`config.mk`:
```
export PLATFORM = sky130hd
export DESIGN_NAME = axil_cmd_master
export DESIGN_NICKNAME = d
export VERILOG_FILES = /design/src/rtl/axil_cmd_master.sv
export SDC_FILE = /design/constraint.sdc
export NUM_CORES = 1
export LEC_CHECK = 0
export CAP_MARGIN = 20
export CORE_MARGIN = 8
export CORE_UTILIZATION = 36
export DETAILED_ROUTE_END_ITERATION = 8
export HOLD_SLACK_MARGIN = 0.12
export PLACE_DENSITY_LB_ADDON = 0.08
export SYNTH_ARGS = -nofsm -noshare
export SYNTH_HDL_FRONTEND = slang
export SYNTH_SLANG_ARGS = --single-unit
export TNS_END_PERCENT = 30
```
`constraint.sdc`:
```
create_clock -name clk_i -period 1.4 [get_ports clk_i]
set_input_delay 0.42 -clock clk_i [delete_from_list [all_inputs] [get_ports clk_i]]
set_output_delay 0.42 -clock clk_i [all_outputs]
set_load 0.03 [all_outputs]
```
`src/rtl/axil_cmd_master.sv`:
```
// AXI4-Lite initiator: one single-word read/write command in flight, result on a valid/ready port.
// Optional watchdog enabled by defining AXIL_MASTER_TIMEOUT_EN (otherwise rsp_timeout_o is 0).
module axil_cmd_master #(
    parameter int unsigned ADDR_W         = 21,
    parameter int unsigned DATA_W         = 32,
    parameter int unsigned TIMEOUT_CYCLES = 1024
) (
    input  logic                  clk_i,
    input  logic                  rst_ni,
    input  logic                  cmd_valid_i,
    output logic                  cmd_ready_o,
    input  logic                  cmd_write_i,
    input  logic [ADDR_W-1:0]     cmd_addr_i,
    input  logic [DATA_W-1:0]     cmd_wdata_i,
    input  logic [DATA_W/8-1:0]   cmd_wstrb_i,
    output logic                  rsp_valid_o,
    input  logic                  rsp_ready_i,
    output logic [DATA_W-1:0]     rsp_rdata_o,
    output logic [1:0]            rsp_resp_o,
    output logic                  rsp_timeout_o,
    output logic                  m_axil_awvalid_o,
    input  logic                  m_axil_awready_i,
    output logic [ADDR_W-1:0]     m_axil_awaddr_o,
    output logic [2:0]            m_axil_awprot_o,
    output logic                  m_axil_wvalid_o,
    input  logic                  m_axil_wready_i,
    output logic [DATA_W-1:0]     m_axil_wdata_o,
    output logic [DATA_W/8-1:0]   m_axil_wstrb_o,
    input  logic                  m_axil_bvalid_i,
    output logic                  m_axil_bready_o,
    input  logic [1:0]            m_axil_bresp_i,
    output logic                  m_axil_arvalid_o,
    input  logic                  m_axil_arready_i,
    output logic [ADDR_W-1:0]     m_axil_araddr_o,
    output logic [2:0]            m_axil_arprot_o,
    input  logic                  m_axil_rvalid_i,
    output logic                  m_axil_rready_o,
    input  logic [DATA_W-1:0]     m_axil_rdata_i,
    input  logic [1:0]            m_axil_rresp_i
);

    typedef enum logic [2:0] {StIdle, StWrReq, StWrResp, StRdReq, StRdResp, StRsp} state_e;

    state_e                state_q, state_d;
    logic                  cmd_ready_q, cmd_ready_d;
    logic                  awvalid_q, awvalid_d, wvalid_q, wvalid_d, bready_q, bready_d;
    logic                  arvalid_q, arvalid_d, rready_q, rready_d;
    logic                  rsp_valid_q, rsp_valid_d;
    logic [ADDR_W-1:0]     addr_q, addr_d;
    logic [DATA_W-1:0]     wdata_q, wdata_d;
    logic [DATA_W/8-1:0]   wstrb_q, wstrb_d;
    logic [DATA_W-1:0]     rsp_rdata_q, rsp_rdata_d;
    logic [1:0]            rsp_resp_q, rsp_resp_d;
    logic                  accept;

    if (TIMEOUT_CYCLES < 2) begin : g_bad_timeout
        $error("TIMEOUT_CYCLES must be at least 2");
    end

`ifdef AXIL_MASTER_TIMEOUT_EN
    localparam int unsigned CntW = $clog2(TIMEOUT_CYCLES);
    logic [CntW-1:0] cnt_q, cnt_d;
    logic            rsp_timeout_q, rsp_timeout_d;
`endif

    assign accept = cmd_valid_i && cmd_ready_q;

    always_comb begin
        state_d     = state_q;
        cmd_ready_d = cmd_ready_q;
        awvalid_d   = awvalid_q;
        wvalid_d    = wvalid_q;
        bready_d    = bready_q;
        arvalid_d   = arvalid_q;
        rready_d    = rready_q;
        rsp_valid_d = rsp_valid_q;
        addr_d      = addr_q;
        wdata_d     = wdata_q;
        wstrb_d     = wstrb_q;
        rsp_rdata_d = rsp_rdata_q;
        rsp_resp_d  = rsp_resp_q;

        unique case (state_q)
            StIdle: begin
                // Also raises cmd_ready on the first edge after reset release.
                cmd_ready_d = 1'b1;
                if (accept) begin
                    cmd_ready_d = 1'b0;
                    addr_d      = cmd_addr_i;
                    wdata_d     = cmd_wdata_i;
                    wstrb_d     = cmd_wstrb_i;
                    if (cmd_write_i) begin
                        state_d   = StWrReq;
                        awvalid_d = 1'b1;
                        wvalid_d  = 1'b1;
                    end else begin
                        state_d   = StRdReq;
                        arvalid_d = 1'b1;
                    end
                end
            end
            StWrReq: begin
                if (awvalid_q && m_axil_awready_i) awvalid_d = 1'b0;
                if (wvalid_q && m_axil_wready_i)   wvalid_d  = 1'b0;
                if (!awvalid_d && !wvalid_d) begin
                    state_d  = StWrResp;
                    bready_d = 1'b1;
                end
            end
            StWrResp: begin
                if (m_axil_bvalid_i) begin
                    state_d     = StRsp;
                    bready_d    = 1'b0;
                    rsp_valid_d = 1'b1;
                    rsp_resp_d  = m_axil_bresp_i;
                    rsp_rdata_d = '0;
                end
            end
            StRdReq: begin
                if (m_axil_arready_i) begin
                    state_d   = StRdResp;
                    arvalid_d = 1'b0;
                    rready_d  = 1'b1;
                end
            end
            StRdResp: begin
                if (m_axil_rvalid_i) begin
                    state_d     = StRsp;
                    rready_d    = 1'b0;
                    rsp_valid_d = 1'b1;
                    rsp_resp_d  = m_axil_rresp_i;
                    rsp_rdata_d = m_axil_rdata_i;
                end
            end
            StRsp: begin
                if (rsp_ready_i) begin
                    state_d     = StIdle;
                    rsp_valid_d = 1'b0;
                    cmd_ready_d = 1'b1;
                end
            end
            default: state_d = StIdle;
        endcase

`ifdef AXIL_MASTER_TIMEOUT_EN
        cnt_d         = cnt_q;
        rsp_timeout_d = rsp_timeout_q;
        if (state_q == StIdle && accept) begin
            cnt_d         = '0;
            rsp_timeout_d = 1'b0;
        end else if (state_q inside {StWrReq, StWrResp, StRdReq, StRdResp}) begin
            cnt_d = cnt_q + 1'b1;
            // Fires in the busy cycle that puts rsp_valid exactly TIMEOUT_CYCLES after accept;
            // a completing handshake (state change) takes priority.
            if (cnt_q == CntW'(TIMEOUT_CYCLES - 2) && state_d == state_q) begin
                state_d       = StRsp;
                awvalid_d     = 1'b0;
                wvalid_d      = 1'b0;
                bready_d      = 1'b0;
                arvalid_d     = 1'b0;
                rready_d      = 1'b0;
                rsp_valid_d   = 1'b1;
                rsp_resp_d    = 2'b11;
                rsp_rdata_d   = '0;
                rsp_timeout_d = 1'b1;
            end
        end
`endif
    end

    always_ff @(posedge clk_i or negedge rst_ni) begin
        if (!rst_ni) begin
            state_q     <= StIdle;
            cmd_ready_q <= 1'b0;
            awvalid_q   <= 1'b0;
            wvalid_q    <= 1'b0;
            bready_q    <= 1'b0;
            arvalid_q   <= 1'b0;
            rready_q    <= 1'b0;
            rsp_valid_q <= 1'b0;
            addr_q      <= '0;
            wdata_q     <= '0;
            wstrb_q     <= '0;
            rsp_rdata_q <= '0;
            rsp_resp_q  <= '0;
        end else begin
            state_q     <= state_d;
            cmd_ready_q <= cmd_ready_d;
            awvalid_q   <= awvalid_d;
            wvalid_q    <= wvalid_d;
            bready_q    <= bready_d;
            arvalid_q   <= arvalid_d;
            rready_q    <= rready_d;
            rsp_valid_q <= rsp_valid_d;
            addr_q      <= addr_d;
            wdata_q     <= wdata_d;
            wstrb_q     <= wstrb_d;
            rsp_rdata_q <= rsp_rdata_d;
            rsp_resp_q  <= rsp_resp_d;
        end
    end

`ifdef AXIL_MASTER_TIMEOUT_EN
    always_ff @(posedge clk_i or negedge rst_ni) begin
        if (!rst_ni) begin
            cnt_q         <= '0;
            rsp_timeout_q <= 1'b0;
        end else begin
            cnt_q         <= cnt_d;
            rsp_timeout_q <= rsp_timeout_d;
        end
    end
    assign rsp_timeout_o = rsp_timeout_q;
`else
    assign rsp_timeout_o = 1'b0;
`endif

    assign cmd_ready_o      = cmd_ready_q;
    assign rsp_valid_o      = rsp_valid_q;
    assign rsp_rdata_o      = rsp_rdata_q;
    assign rsp_resp_o       = rsp_resp_q;
    assign m_axil_awvalid_o = awvalid_q;
    assign m_axil_awaddr_o  = addr_q;
    assign m_axil_awprot_o  = 3'b000;
    assign m_axil_wvalid_o  = wvalid_q;
    assign m_axil_wdata_o   = wdata_q;
    assign m_axil_wstrb_o   = wstrb_q;
    assign m_axil_bready_o  = bready_q;
    assign m_axil_arvalid_o = arvalid_q;
    assign m_axil_araddr_o  = addr_q;
    assign m_axil_arprot_o  = 3'b000;
    assign m_axil_rready_o  = rready_q;

endmodule

```
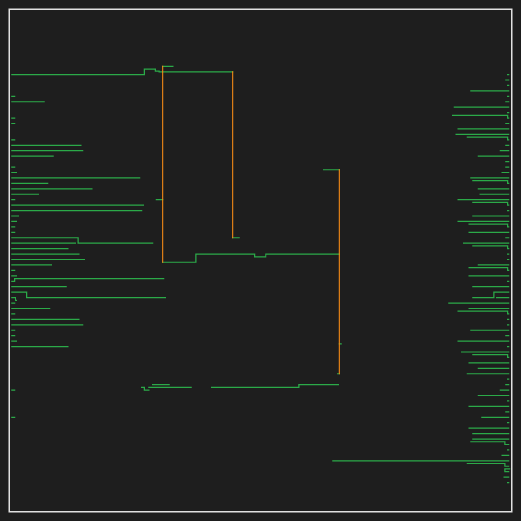
(signal wires by layer)
Drawn at 4 px/um. Only two layers are drawn.
layer	colour	wire length
met4	orange	141 um
met3	green	1130 um
vias post-DR: 3372
GRT Util Overall: 15.5%
post-DR wirelength/cell: 17.3 um
DRT Wirelength: 12600 um

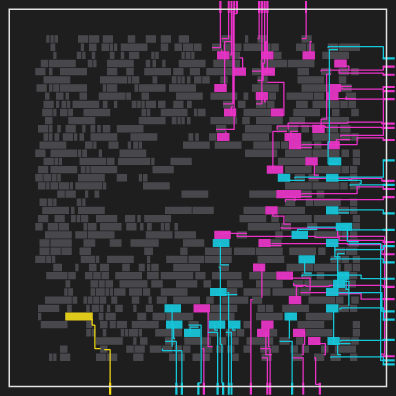
(nets reached from selected ports)
Drawn at 3 px/um.
port	colour	bits	direction	end cells	buffers	wire
cmd_wdata_i	magenta	32	input	32	32	1100 um
m_axil_rready_o	yellow	1	output	1	1	26.2 um
cmd_addr_i	cyan	21	input	21	21	705 um
# IOs: 229
IO buf count: 221

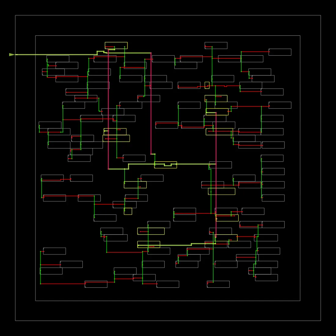
(clock nets)
clk_skew: 0.00694 ns
Seq cells: 101
TritonCTS buffer count: 9
Clk Latency, worst-skew pair: 0.34 ns

==> qor.yml <==
drtAntennaViolNets: 0
cts_tree: "yes"
max-vdd-ir-drop_mv: 1.09
maxSlewViolCount: 0
period_used_pct: 113
p_leak_uw: 0.00318
cp.required_ns: 1.62
worst-path-max-fanout: 9
numClockSinks: 101
num_rows: 40
comb_area_mm2: 0.00147
die-area_mm2: 0.0157
hold_viol: 0
fmax_mhz: 631
finalSetupViolations: 59
diodes: 0
fin_ws_ns: -0.184
violations: "negative setup slack"
die_w_um: 125
place_ws_ns: -0.529
fin_cells: 731
dpl_cell_area_mm2: 0.00640
antenna_found_initial: 0
die_y_um: 125
status: "complete, but fails checks"
place_congestion: 0.755
placedCellCount: 710
final-seq-area_mm2: 0.00253
syn_area_mm2: 0.00430
cts_max_level: 3
via_per_inst: 4.61
hold_slack_ns: 0.481
regToRegStartpoint: "state_q[1]"
## registers in the layout (all words and copies together), names as in the netlist
register / cells
m_axil_wdata_o: 32
rsp_rdata_o: 32
m_axil_araddr_o: 21
m_axil_wstrb_o: 4
state_q: 3
rsp_resp_o: 2
cmd_ready_o: 1
m_axil_arvalid_o: 1
m_axil_awvalid_o: 1
m_axil_bready_o: 1
m_axil_rready_o: 1
m_axil_wvalid_o: 1
rsp_valid_o: 1
## per-layer routing
layer	vias up	part of all wire [%]	global-route usage (%)
met4	0	1.1	4.94
met3	9	9.0	6.59
met1	1622	41	18.0
li1	1605	-	-
met5	-	0	0
met2	136	49	25.5
## power by group
group	internal, uW	switching [uW]
combinational	4620	5760
sequential	4320	934
clock	1920	1060
total	10900	7750
## worst max-delay path: stages, from the launching register on
cell	delay, ns
dfrtp_1	0.40
nor2_2	0.16
nand3_2	0.11
nor2_4	0.14
buf_12	0.15
clkbuf_16	0.17
mux2_2	0.33
## cell usage after synthesis, drive strengths merged
library cell	n	area, um2
nor2b	1	6.26
buf	40	323
a21oi	4	23.8
a22o	2	17.5
nand3	2	15.0
nand3b	3	22.5
a31oi	2	12.5
mux2	57	642
a211oi	1	7.51
and2b	1	7.51
o21ai	38	190
a21o	1	7.51
conb	1	3.75
a22oi	1	7.51
mux2i	3	30.0
o221a	1	11.3
dfrtp	101	2530
nand2	75	282
inv	4	15.0
o221ai	1	8.76
nor2	10	50.1
clkbuf	7	56.3
nand2b	4	32.5
## repair_timing
item,CTS,global route
setup endpoints to repair,94,99
gates cloned,0,3
resized,14,38
buffers inserted,0,2
hold buffers,1,0
endpoints found under the hold margin,17,0
pin swaps,0,4
## worst paths after layout
check                                          end  slack (ns)  cells after the start
worst max-delay path            m_axil_araddr_o[1]       -0.18                      6
worst min-delay path               rsp_rdata_o[23]        0.48                      2
worst max register to register  m_axil_araddr_o[1]       -0.18                      6
worst min register to register     rsp_rdata_o[23]        0.48                      2
max in group asynchronous       m_axil_araddr_o[5]        0.40                      3
min in group asynchronous          m_axil_bready_o        0.52                      2
## layout make-up
class	count	share of cell area, %
clock buffers	9	3.22
inverters	4	0.215
clock inverters	6	1.92
well taps	147	2.63
repair buffers	250	34.7
flip-flops and latches	101	36.2
multi-input cells	214	21.0
## layout by cell type, fill, tap and decap left out, types with 2 or more instances in the layout
master,synthesis,routed
nand2b_1,3,3
nor2_4,1,2
dfrtp_1,101,98
o21ai_1,2,19
buf_4,29,121
a21oi_1,3,3
nand3b_1,3,3
mux2_4,0,15
buf_12,0,16
inv_1,4,4
clkbuf_16,0,11
a22o_1,2,2
buf_6,8,6
nor2_1,7,7
clkdlybuf4s50_1,0,99
buf_8,0,2
o21ai_0,36,19
dfrtp_2,0,3
mux2_2,53,42
mux2i_1,3,3
nand2_1,75,74
a31oi_1,2,2
conb_1,1,7
bufinv_16,0,4
## cell families (layout without fill, tap and decap cells)
kind of cell,count (synthesis),count (layout),share of synthesized area (%)
buffers and inverters,51,269,9.17
flip-flops,101,101,58.8
AND/OR/NAND/NOR,96,96,9.66
multiplexers,60,60,15.6
AND-OR/OR-AND,51,51,6.66
other,1,7,0.0872
No activity file was given, so power comes from the tool's default toggle rates.
